run_1/placed.png
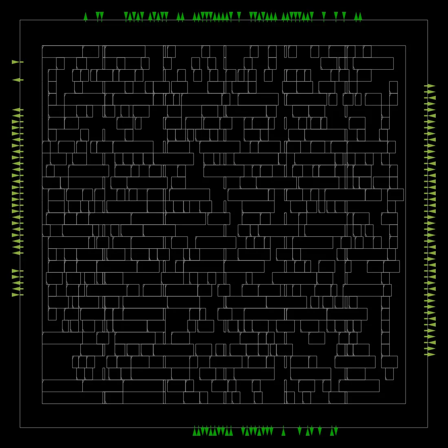
run_1/ff_map.png
Scale bar: 20 um.
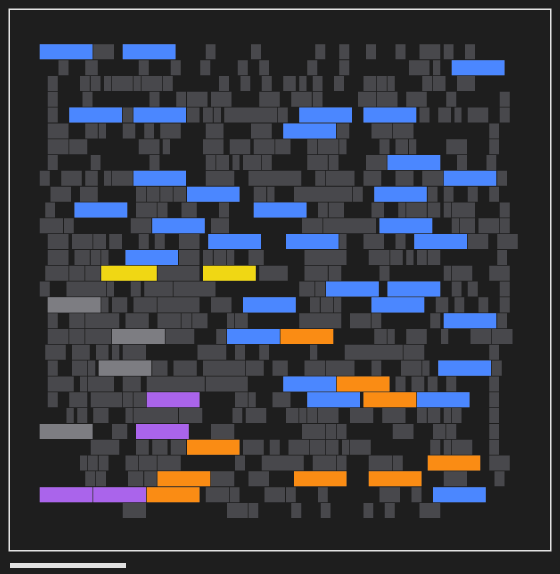
run_1/sizing.png
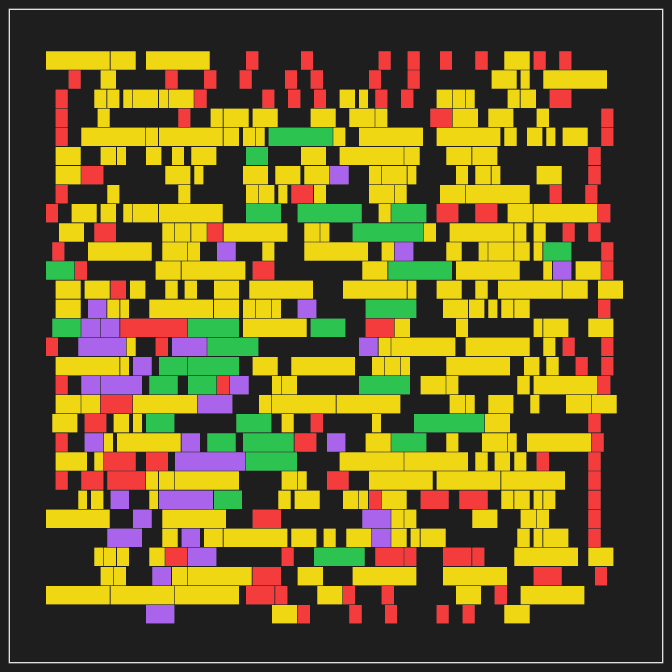
run_1/route_heat.png
The die is cut into 19 by 19 equal tiles; dark blue is low, red is high, scaled to the fullest tile. Values are wire area over tile area, all layers added.
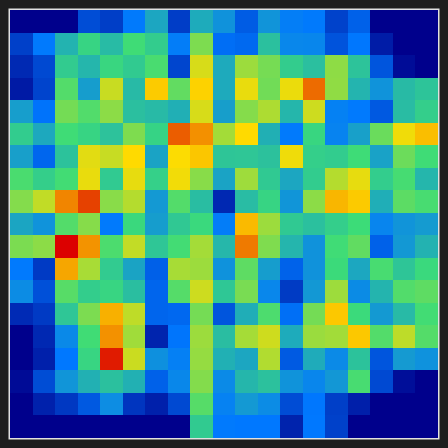
**src/rtl/mdr_mem_interface_pkg.sv**
```systemverilog
// Shared definitions for the MAR/MDR memory interface: bus width, handshake
// state encodings and a timer sizing helper.
package mdr_mem_interface_pkg;

  localparam int unsigned DATA_W = 32;

  typedef enum logic [1:0] {
    MEM_IDLE = 2'd0,
    MEM_REQ  = 2'd1,
    MEM_DONE = 2'd2
  } mem_state_e;

  // Wide enough to hold timeout-1; never narrower than one bit.
  function automatic int unsigned timer_width(input int unsigned timeout);
    return (timeout > 1) ? $clog2(timeout) : 1;
  endfunction

endpackage

```
**src/rtl/mdr_mem_interface.sv**
```systemverilog
// MAR/MDR owner and req/ack memory handshake; MDR also feeds the datapath bus mux.
// Handshake runs IDLE -> REQ -> DONE -> IDLE with all outputs registered.
module mdr_mem_interface
  import mdr_mem_interface_pkg::*;
#(
  parameter int unsigned ADDR_W  = 9,
  parameter int unsigned TIMEOUT = 16
) (
  input  logic              clock,
  input  logic              clear,
  input  logic [DATA_W-1:0] BusMuxOut,
  input  logic              MARin,
  input  logic              MDRin,
  input  logic              Read,
  input  logic              Write,
  input  logic [DATA_W-1:0] mem_rdata,
  input  logic              mem_ack,
  output logic [ADDR_W-1:0] mem_addr,
  output logic [DATA_W-1:0] mem_wdata,
  output logic              mem_req,
  output logic              mem_we,
  output logic [DATA_W-1:0] BusMuxInMDR,
  output logic              busy,
  output logic              done,
  output logic              err
);

  localparam int unsigned TMR_W = timer_width(TIMEOUT);
  localparam logic [TMR_W-1:0] TMR_LAST = TMR_W'(TIMEOUT - 1);
  localparam bit TIMEOUT_EN = (TIMEOUT != 0);

  mem_state_e        state_q, state_d;
  logic [ADDR_W-1:0] mar_q,   mar_d;
  logic [DATA_W-1:0] mdr_q,   mdr_d;
  logic [TMR_W-1:0]  timer_q, timer_d;
  logic              req_q,   req_d;
  logic              we_q,    we_d;
  logic              busy_q,  busy_d;
  logic              done_q,  done_d;
  logic              err_q,   err_d;
  logic              finish;

  always_comb begin
    // NOTE: every _d signal is given a default first, so no path through the
    // case statement leaves one unassigned and infers a latch.
    state_d = state_q;
    mar_d   = mar_q;
    mdr_d   = mdr_q;
    timer_d = timer_q;
    req_d   = req_q;
    we_d    = we_q;
    busy_d  = busy_q;
    done_d  = 1'b0;
    err_d   = err_q;
    finish  = 1'b0;

    // MAR/MDR are writable from the bus whenever no request is outstanding.
    if (state_q != MEM_REQ) begin
      if (MARin) mar_d = BusMuxOut[ADDR_W-1:0];
      if (MDRin) mdr_d = BusMuxOut;
    end

    case (state_q)
      MEM_IDLE: begin
        if (Read || Write) begin
          state_d = MEM_REQ;
          we_d    = ~Read;       // read wins when both are asserted
          err_d   = 1'b0;
          timer_d = '0;
          req_d   = 1'b1;
          busy_d  = 1'b1;
        end
      end

      MEM_REQ: begin
        if (mem_ack) begin
          if (!we_q) mdr_d = mem_rdata;
          finish = 1'b1;
        end else if (TIMEOUT_EN && (timer_q == TMR_LAST)) begin
          err_d  = 1'b1;
          finish = 1'b1;
        end else begin
          timer_d = timer_q + 1'b1;
        end
      end

      MEM_DONE: state_d = MEM_IDLE;

      default: state_d = MEM_IDLE;
    endcase

    if (finish) begin
      state_d = MEM_DONE;
      req_d   = 1'b0;
      we_d    = 1'b0;
      busy_d  = 1'b0;
      done_d  = 1'b1;
      timer_d = '0;
    end
  end

  // NOTE: sequential state uses non-blocking assignments only, so every flop
  // samples the pre-edge value of every other flop.
  always_ff @(posedge clock or posedge clear) begin
    if (clear) begin
      state_q <= MEM_IDLE;
      mar_q   <= '0;
      mdr_q   <= '0;
      timer_q <= '0;
      req_q   <= 1'b0;
      we_q    <= 1'b0;
      busy_q  <= 1'b0;
      done_q  <= 1'b0;
      err_q   <= 1'b0;
    end else begin
      state_q <= state_d;
      mar_q   <= mar_d;
      mdr_q   <= mdr_d;
      timer_q <= timer_d;
      req_q   <= req_d;
      we_q    <= we_d;
      busy_q  <= busy_d;
      done_q  <= done_d;
      err_q   <= err_d;
    end
  end

  assign mem_addr    = mar_q;
  assign mem_wdata   = mdr_q;
  assign BusMuxInMDR = mdr_q;
  assign mem_req     = req_q;
  assign mem_we      = we_q;
  assign busy        = busy_q;
  assign done        = done_q;
  assign err         = err_q;

endmodule

```
**config.mk**
```make
export PLATFORM = sky130hd
export DESIGN_NAME = mdr_mem_interface
export DESIGN_NICKNAME = d
export VERILOG_FILES = /design/src/rtl/mdr_mem_interface_pkg.sv /design/src/rtl/mdr_mem_interface.sv
export SDC_FILE = /design/constraint.sdc
export NUM_CORES = 1
export LEC_CHECK = 0
export CORE_MARGIN = 5
export CORE_UTILIZATION = 38
export CTS_CLUSTER_DIAMETER = 120
export DETAILED_ROUTE_END_ITERATION = 8
export HOLD_SLACK_MARGIN = 0.03
export PLACE_DENSITY_LB_ADDON = 0.05
export SETUP_SLACK_MARGIN = 0.5
export SYNTH_ARGS = -nofsm -noshare
export SYNTH_HDL_FRONTEND = slang
export SYNTH_SLANG_ARGS = --single-unit
```
**constraint.sdc**
```tcl
create_clock -name clock -period 1.7 [get_ports clock]
set_input_delay 0.255 -clock clock [delete_from_list [all_inputs] [get_ports clock]]
set_output_delay 0.255 -clock clock [all_outputs]
set_load 0.02 [all_outputs]
```
==> results.json, run 1 <==
{
  "leakagePower_nw": 1.867,
  "p_clk_share_pct": 10.4,
  "worstPathRequired_ns": 1.94,
  "clockRootBuffer": "clkbuf_8",
  "core_mm2": 0.006756,
  "crit_type": "reg -> reg",
  "finalSetupViolations": 0,
  "first_global_vias": 2660,
  "io_buffers": 148,
  "endpoint": "timer_q[3]$_DFFE_PP0P_",
  "yosysMostFrequentCell": "dfrtp_1",
  "fin_setup_tns_ns": 0,
  "cts_resized": 343,
  "cp-start-kind": "register",
  "top_area_share_pct": 48.90,
  "drive_gt1_share_pct": 38.53,
  "fmax_mhz": 697.6,
  "hold_viol_final": 0,
  "grt.busiest_layer": "met2",
  "numCtsBuffers": 5,
  "fp_nets": 357,
  "gr-total-overflow": 0,
  "largest_area_cell": "dfrtp_1",
  "combPwrFrac_pct": 59.3,
  "cp.buffers_inverters": 0,
  "ys_top_cells_by_area": "dfrtp_1, buf_4, a31oi_1",
  "worst_slew_pin_slew_ns": 0.3826,
  "postSynthSeqShare_pct": 48.90,
  "path_depth": 4,
  "path_delay_family": "simple AND/OR/NAND/NOR gates",
  "p_total_mw": 7.111,
  "final_cell_mix": "buf_2, clkdlybuf4s50_1, dfrtp_1, nor2_1, a31oi_1",
  "largest_register_ffs": 32,
  "cap_viol_max_count": 0,
  "status": "complete, no violations",
  "worstPathArrival_ns": 1.67,
  "r2r-start": "timer_q[0]$_DFFE_PP0P_",
  "rsz0062_at_grt": "true",
  "powerDensity_mw_per_mm2": 1686,
  "cts_buffer_depth": 2,
  "synth_stat.cells": 285
}
## Picture notes: placed.png
Finished Layout Cells: 503
Site Rows: 30
# fillers: 608
fin util: 62.41%

## Picture notes: ff_map.png
signal	color	sequential cells
timer_q	purple	4
mem_addr	orange	9
state_q	yellow	2
BusMuxInMDR	blue	32

## Picture notes: sizing.png
size	color	cells	share	most used
x6 and larger	green	28	6.6%	buf_6
x3 and x4	purple	30	7.1%	buf_4
x2	red	105	25%	buf_2
x1 and smaller	yellow	260	61%	clkdlybuf4s50_1
setup ws final: 0.2664 ns
Non-clk bufs: 185
Synth-to-Final Area Change: 61.55%
post-route cell area: 0.004217 mm^2

## Picture notes: route_heat.png
densest ninth of the die	left middle
tiles over half the peak	34%
nearly empty tiles	7.8%
mean over tiles	0.17
fullest tile	0.43
WL per Instance: 18.38 um
via count: 2625
Post-Route WL: 9.246 mm
gr usage total: 20.25%

[run 1: worst register-to-register path, delay by kind of cell, from the launching register on]
family                     cells  cell delay [ns]
DFF                            1             0.41
adders and majority gates      1             0.20
and+or+nand+nor                2             0.58
AOI/OAI and AO/OA              1             0.16
[run 1: cell type report]
cell class	count	area (um^2)
fillers	608	2540
repair buffers	185	1590
flip-flops and latches	51	1277
multi-input cells	175	1141
well taps	80	100.1
clock buffers	6	72.57
inverters	4	18.77
clock inverters	2	16.27
[run 1: metrics by stage]
step           util, %  instance area, um^2  worst slack [ns]
2_1_floorplan        -                 2673            0.3099
3_3_place_gp     59.07                 3991            0.1278
3_5_place_dp     59.07                 3991           0.09059
4_1_cts          58.70                 3966            0.2641
5_1_grt          62.41                 4217            0.2210
6_report         62.41                 4217            0.2664
==> run 1 -> run 2 <==
==> constraint.sdc (replaced) <==
create_clock -name clock -period 1.45 [get_ports clock]
set_input_delay 0.2175 -clock clock [delete_from_list [all_inputs] [get_ports clock]]
set_output_delay 0.2175 -clock clock [all_outputs]
set_load 0.02 [all_outputs]
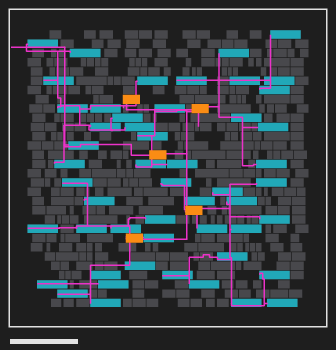
run_2/clock_wires.png
Scale bar: 20 um.
[clock wires] magenta | length: 706 um
[flip-flops] cyan | count: 51
[clock-net drivers] orange | count: 5
routed clock nets	6

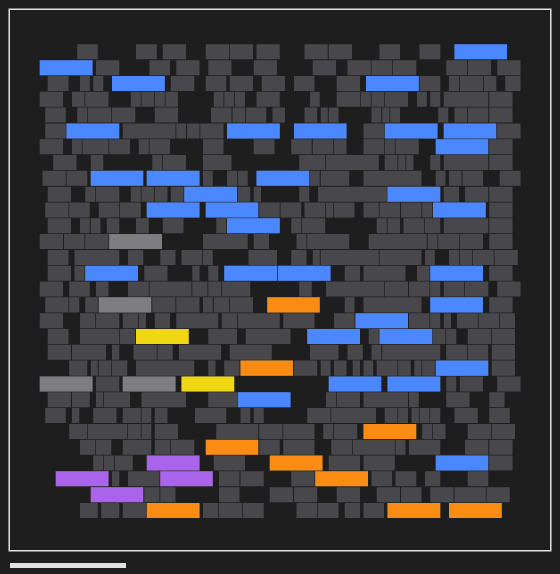
run_2/ff_map.png
Scale bar: 20 um.
signal	color	sequential cells
BusMuxInMDR	blue	32
timer_q	purple	4
state_q	yellow	2
mem_addr	orange	9
not colored	4

==> results.json, run 2 <==
{
  "status": "complete, but fails checks",
  "violations": "negative setup slack",
  "nonClkBufAreaFrac_pct": 43.70,
  "gr-total-overflow": 0,
  "leakagePower_nw": 2.189,
  "first_global_vias": 2768,
  "fin_util_pct": 76.41,
  "largest_register_ffs": 32,
  "final_area_mm2": 0.005162,
  "yosysMostFrequentCell": "dfrtp_1",
  "fillCellCount": 474,
  "postSynthSeqShare_pct": 48.90,
  "drive_gt1_share_pct": 45.64,
  "post_drt_wl_per_cell_um": 19.84,
  "hold_viol_final": 0,
  "seq_area_share_pct": 24.72,
  "finalSetupViolations": 6,
  "fmax_mhz": 681.0,
  "core_mm2": 0.006756,
  "nWellTaps": 80,
  "worst_slack_ns": -0.01836,
  "largest_area_cell": "dfrtp_1",
  "rows": 30,
  "ys_top_cells_by_area": "dfrtp_1, buf_4, a31oi_1",
  "fp_nets": 357,
  "comb_share_pct": 27.70,
  "worstPathRequired_ns": 1.69,
  "p_total_mw": 10.33,
  "worstPathArrival_ns": 1.71,
  "path_depth": 6,
  "cp.buffers_inverters": 4,
  "clockRootBuffer": "clkbuf_8",
  "fin_setup_tns_ns": -0.06255,
  "placed_area_mm2": 0.004084,
  "grt.busiest_layer": "met2",
  "pre_cts_ws_ns": -0.08792,
  "rsz0062_at_grt": "true",
  "num-nonclk-buffers": 198,
  "final_cell_mix": "buf_6, clkdlybuf4s50_1, dfrtp_1, nand3_1, o21ai_0",
  "cp-start-kind": "register",
  "path_delay_family": "buffers and inverters",
  "grt_use_total_pct": 22.08,
  "endpoint": "BusMuxInMDR[14]$_DFF_PP0_",
  "powerDensity_mw_per_mm2": 2001,
  "dominant_cells": "non-clock buffers"
}
[run 2: per-layer routing]
layer  vias up  wire length, um
li1       1281                -
met1      1388             4046
met2       122             5347
met3         8              761
met4         0               83
met5         -                0
[run 2: logic make-up (layout without fill, tap and decap cells)]
kind of cell	Yosys count	after routing	share of synthesized area (%)
adder cells (fa/ha/maj)	1	1	0.4793
multiplexers	9	9	3.883
flip-flops	51	51	48.90
AND/OR/NAND/NOR	84	85	15.29
AND-OR/OR-AND	80	80	17.35
buffers and inverters	60	210	14.09
[run 2: timing repair]
action                     4_1_cts  5_1_grt
setup endpoints to repair      129      129
hold endpoints to repair         0        0
gates resized                  465      108
buffers inserted                18        7
cloned                           8        2
pin swaps                       16       13
